--- config.mk ---
export PLATFORM = sky130hd
export DESIGN_NAME = sensor_debounce
export DESIGN_NICKNAME = d
export VERILOG_FILES = /design/src/rtl/sensor_debounce.sv
export SDC_FILE = /design/constraint.sdc
export NUM_CORES = 1
export LEC_CHECK = 0
export CAP_MARGIN = 10
export CORE_ASPECT_RATIO = 0.75
export CORE_MARGIN = 10
export CORE_UTILIZATION = 30
export CTS_CLUSTER_DIAMETER = 60
export DETAILED_ROUTE_END_ITERATION = 7
export GPL_TIMING_DRIVEN = 0
export HOLD_SLACK_MARGIN = 0.08
export PLACE_DENSITY_LB_ADDON = 0.25
export REMOVE_ABC_BUFFERS = 1
export SLEW_MARGIN = 20
export SYNTH_ARGS = -nofsm -noshare
export SYNTH_HDL_FRONTEND = slang
export SYNTH_SLANG_ARGS = --single-unit
export TNS_END_PERCENT = 10
--- constraint.sdc ---
create_clock -name clk -period 4.2 [get_ports clk]
set_input_delay 1.05 -clock clk [delete_from_list [all_inputs] [get_ports clk]]
set_output_delay 1.05 -clock clk [all_outputs]
set_load 0.05 [all_outputs]
--- src/rtl/sensor_debounce.sv ---
// ---------------------------------------------------------------------------
// sensor_debounce
//   Input conditioning for CH raw, asynchronous, bouncy sensor lines.
//   Each line passes through a 2-flop synchroniser and a stability counter,
//   and then drives an edge detector. The alarm FSM downstream only sees
//   clean levels, one-cycle rise/fall pulses and an active-sensor count.
//
// Ports
//   clk         system clock, rising edge
//   rst         asynchronous active-high reset
//   ena         stage enable; 0 freezes counters and levels (sync keeps sampling)
//   sensor_raw  raw asynchronous sensor lines            [CH]
//   sensor_o    debounced sensor levels                  [CH]
//   rise_o      one-cycle pulse on sensor_o 0->1         [CH]
//   fall_o      one-cycle pulse on sensor_o 1->0         [CH]
//   any_active  OR of sensor_o
//   active_cnt  popcount of sensor_o                     [CNT_OUT_W]
//
// Parameters
//   CH         number of channels
//   STABLE     cycles a synchronised level must persist (2..255)
//   CNT_W      stability counter width, 2**CNT_W > STABLE-1
//   CNT_OUT_W  active_cnt width, 2**CNT_OUT_W > CH
// ---------------------------------------------------------------------------
module sensor_debounce #(
  parameter int CH        = 8,
  parameter int STABLE    = 8,
  parameter int CNT_W     = 8,
  parameter int CNT_OUT_W = 4
) (
  input  logic                 clk,
  input  logic                 rst,
  input  logic                 ena,
  input  logic [CH-1:0]        sensor_raw,
  output logic [CH-1:0]        sensor_o,
  output logic [CH-1:0]        rise_o,
  output logic [CH-1:0]        fall_o,
  output logic                 any_active,
  output logic [CNT_OUT_W-1:0] active_cnt
);

  localparam logic [CNT_W-1:0] CNT_MAX = CNT_W'(STABLE - 1);

  logic [CH-1:0]    s1_q;
  logic [CH-1:0]    s2_q;
  logic [CNT_W-1:0] cnt_q [CH];
  logic [CNT_W-1:0] cnt_d [CH];
  logic [CH-1:0]    sensor_q, sensor_d;
  logic [CH-1:0]    rise_q,   rise_d;
  logic [CH-1:0]    fall_q,   fall_d;

  // Debounce next-state logic, one independent lane per channel.
  always_comb begin
    // NOTE: every signal gets a default before any branch so no path leaves
    // it unassigned; otherwise synthesis would infer a latch.
    sensor_d = sensor_q;
    rise_d   = '0;
    fall_d   = '0;
    for (int i = 0; i < CH; i++) begin
      cnt_d[i] = cnt_q[i];
      if (ena) begin
        if (s2_q[i] == sensor_q[i]) begin
          // Back at the accepted level: any partial count is a bounce.
          cnt_d[i] = '0;
        end else if (cnt_q[i] >= CNT_MAX) begin
          // Mismatch has persisted STABLE cycles: accept and flag the edge.
          sensor_d[i] = s2_q[i];
          cnt_d[i]    = '0;
          rise_d[i]   = s2_q[i];
          fall_d[i]   = ~s2_q[i];
        end else begin
          cnt_d[i] = cnt_q[i] + CNT_W'(1);
        end
      end
      // ena=0: counter and level hold, pulses drop to 0 via the defaults.
    end
  end

  always_ff @(posedge clk or posedge rst) begin
    if (rst) begin
      s1_q     <= '0;
      s2_q     <= '0;
      sensor_q <= '0;
      rise_q   <= '0;
      fall_q   <= '0;
      // NOTE: the counter array is plain flops, not a RAM, so it is reset
      // with everything else; a stale partial count must not survive reset.
      for (int i = 0; i < CH; i++) cnt_q[i] <= '0;
    end else begin
      // NOTE: non-blocking assignments make s2 take the old s1, giving a
      // true two-stage synchroniser rather than a single collapsed flop.
      s1_q     <= sensor_raw;
      s2_q     <= s1_q;
      sensor_q <= sensor_d;
      rise_q   <= rise_d;
      fall_q   <= fall_d;
      for (int i = 0; i < CH; i++) cnt_q[i] <= cnt_d[i];
    end
  end

  // Summary outputs decode the registered level only, so they settle right
  // after the edge and stay glitch-free for the rest of the cycle.
  always_comb begin
    active_cnt = '0;
    for (int i = 0; i < CH; i++) begin
      active_cnt = active_cnt + CNT_OUT_W'(sensor_q[i]);
    end
  end

  assign any_active = |sensor_q;
  assign sensor_o   = sensor_q;
  assign rise_o     = rise_q;
  assign fall_o     = fall_q;

endmodule

==> flow_summary_export.csv <==
group,metric,value,unit
run_status,status,"complete, but fails checks",
run_status,failed_checks,"setup timing",
yosys,ys_top_logic_family,"simple AND/OR/NAND/NOR gates",
global_routing,grtUsageMet2,12.0,%
critical_path,path_depth,10,
layout,fillers,1336,
clock_tree,clockBufferDepth,2,
final_timing,setup_viol,2,
yosys,common_cells,"dfrtp_1, nor2b_1, inv_1",
critical_path,cp_cell_sequence,"fa_1 > inv_1 > fa_1 > fa_1 > inv_2 > ha_4 > inv_2 > fa_2 > xnor2_2 > buf_6",
drt,firstDrtPassIters,4,
clock_tree,tritoncts,"built",
hold_path,worstHoldStart,"s1_q[7]",
critical_path,rrSetupSlack,2.45,ns
yosys,synthArstFlopShare,100,%
layout,sh_seq_area,48.9,%
layout,comb_share,29.4,%
yosys,simple_gate_share,15.5,%
final_timing,holdWs,0.348,ns
layout,nets,404,
final_timing,setup_slack,-0.101,ns
yosys,mux_share,3.52,%
clock_tree,cts.sinks,104,
layout,nonClkBufAreaFrac,8.82,%
yosys,adder_share,5.36,%
layout,inv_count,26,
hold_path,whs_endpoint,"s2_q[7]",
yosys,top_cell,"dfrtp_1",
final_timing,timing.final.crit_period,4.30,ns
drt,wl_per_cell,14.6,um
power,power-top-group,"sequential cells",
clock_tree,cts_hold_buf,0,
power,pwr_density_cell,655,nW/um2
floorplan,ios,40,
final_timing,timing.setup.tns,-0.172,ns
floorplan,dieArea,19600,um2
floorplan,core_area,13900,um2
critical_path,crit_type,"register to primary output",
drt,dr_total_vias,2547,
clock_tree,cts_resized,30,
yosys,yosysTopAreaCellShare,60.6,%
layout,syn_to_final_growth,24.1,%
yosys,avgSynthCellArea,12.9,um2
layout,clkbuf_count,12,
floorplan,tapCellCount,175,
yosys,aoi_share,9.78,%
final_timing,final-max-slew-violation-count,0,
clock_tree,clk_latency,0.34,ns
yosys,ys_sh_xor,1.83,%
final_timing,finalCritPeriodShare,102,%
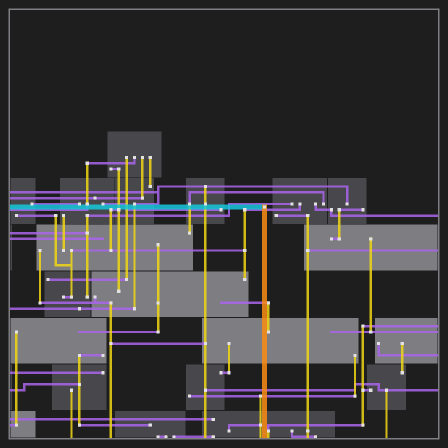
detail.png
Window x 27 to 52, y 80 to 105 um. Cells in gray, sequential cells in the stronger gray; small squares are vias.
- yellow: metal 2
- cyan: metal 3
- orange: metal 4
- purple: metal 1
- sequential cells in the window: 5
- most frequent: nor2b_1 (5), dfrtp_1 (5), a31o_1 (2)
- netlist names of flops here include: cnt_q (4), s2_q (1)
- cells with their middle in the window: 17

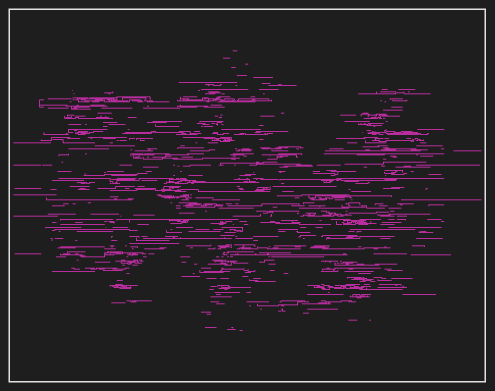
layer_met1.png
Drawn at 3 px/um.
- main direction: horizontal
- share of all routed wire: 51%

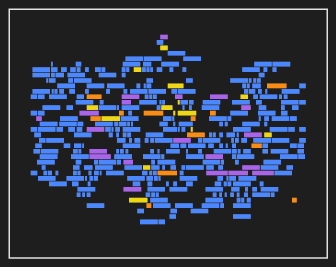
sizes.png
Drawn at 2 px/um.
- purple: _6 and larger (cells 20; share 5.2%)
- orange: _3 and _4 cells (cells 12; share 3.1%)
- yellow: _2 cells (cells 14; share 3.7%)
- blue: _0 and _1 cells (cells 336; share 88%)

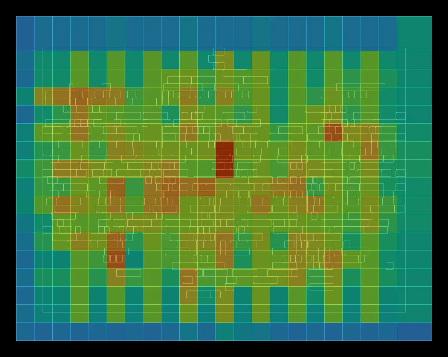
congestion.png
met1 Track Usage GR: 12.4%
met3 usage: 3.24%
busiest layer in global routing: met1

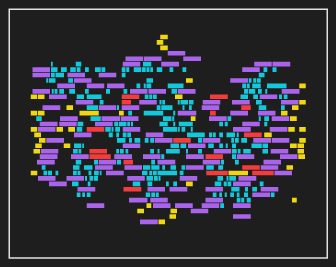
placement_by_type.png
Drawn at 2 px/um.
- purple: flops (cells 104)
- cyan: combinational and other logic (cells 218)
- red: clock drivers and dummy loads (cells 16)
- yellow: other buffers and delay cells (cells 44)

Power is estimated from default activity; no workload was simulated.
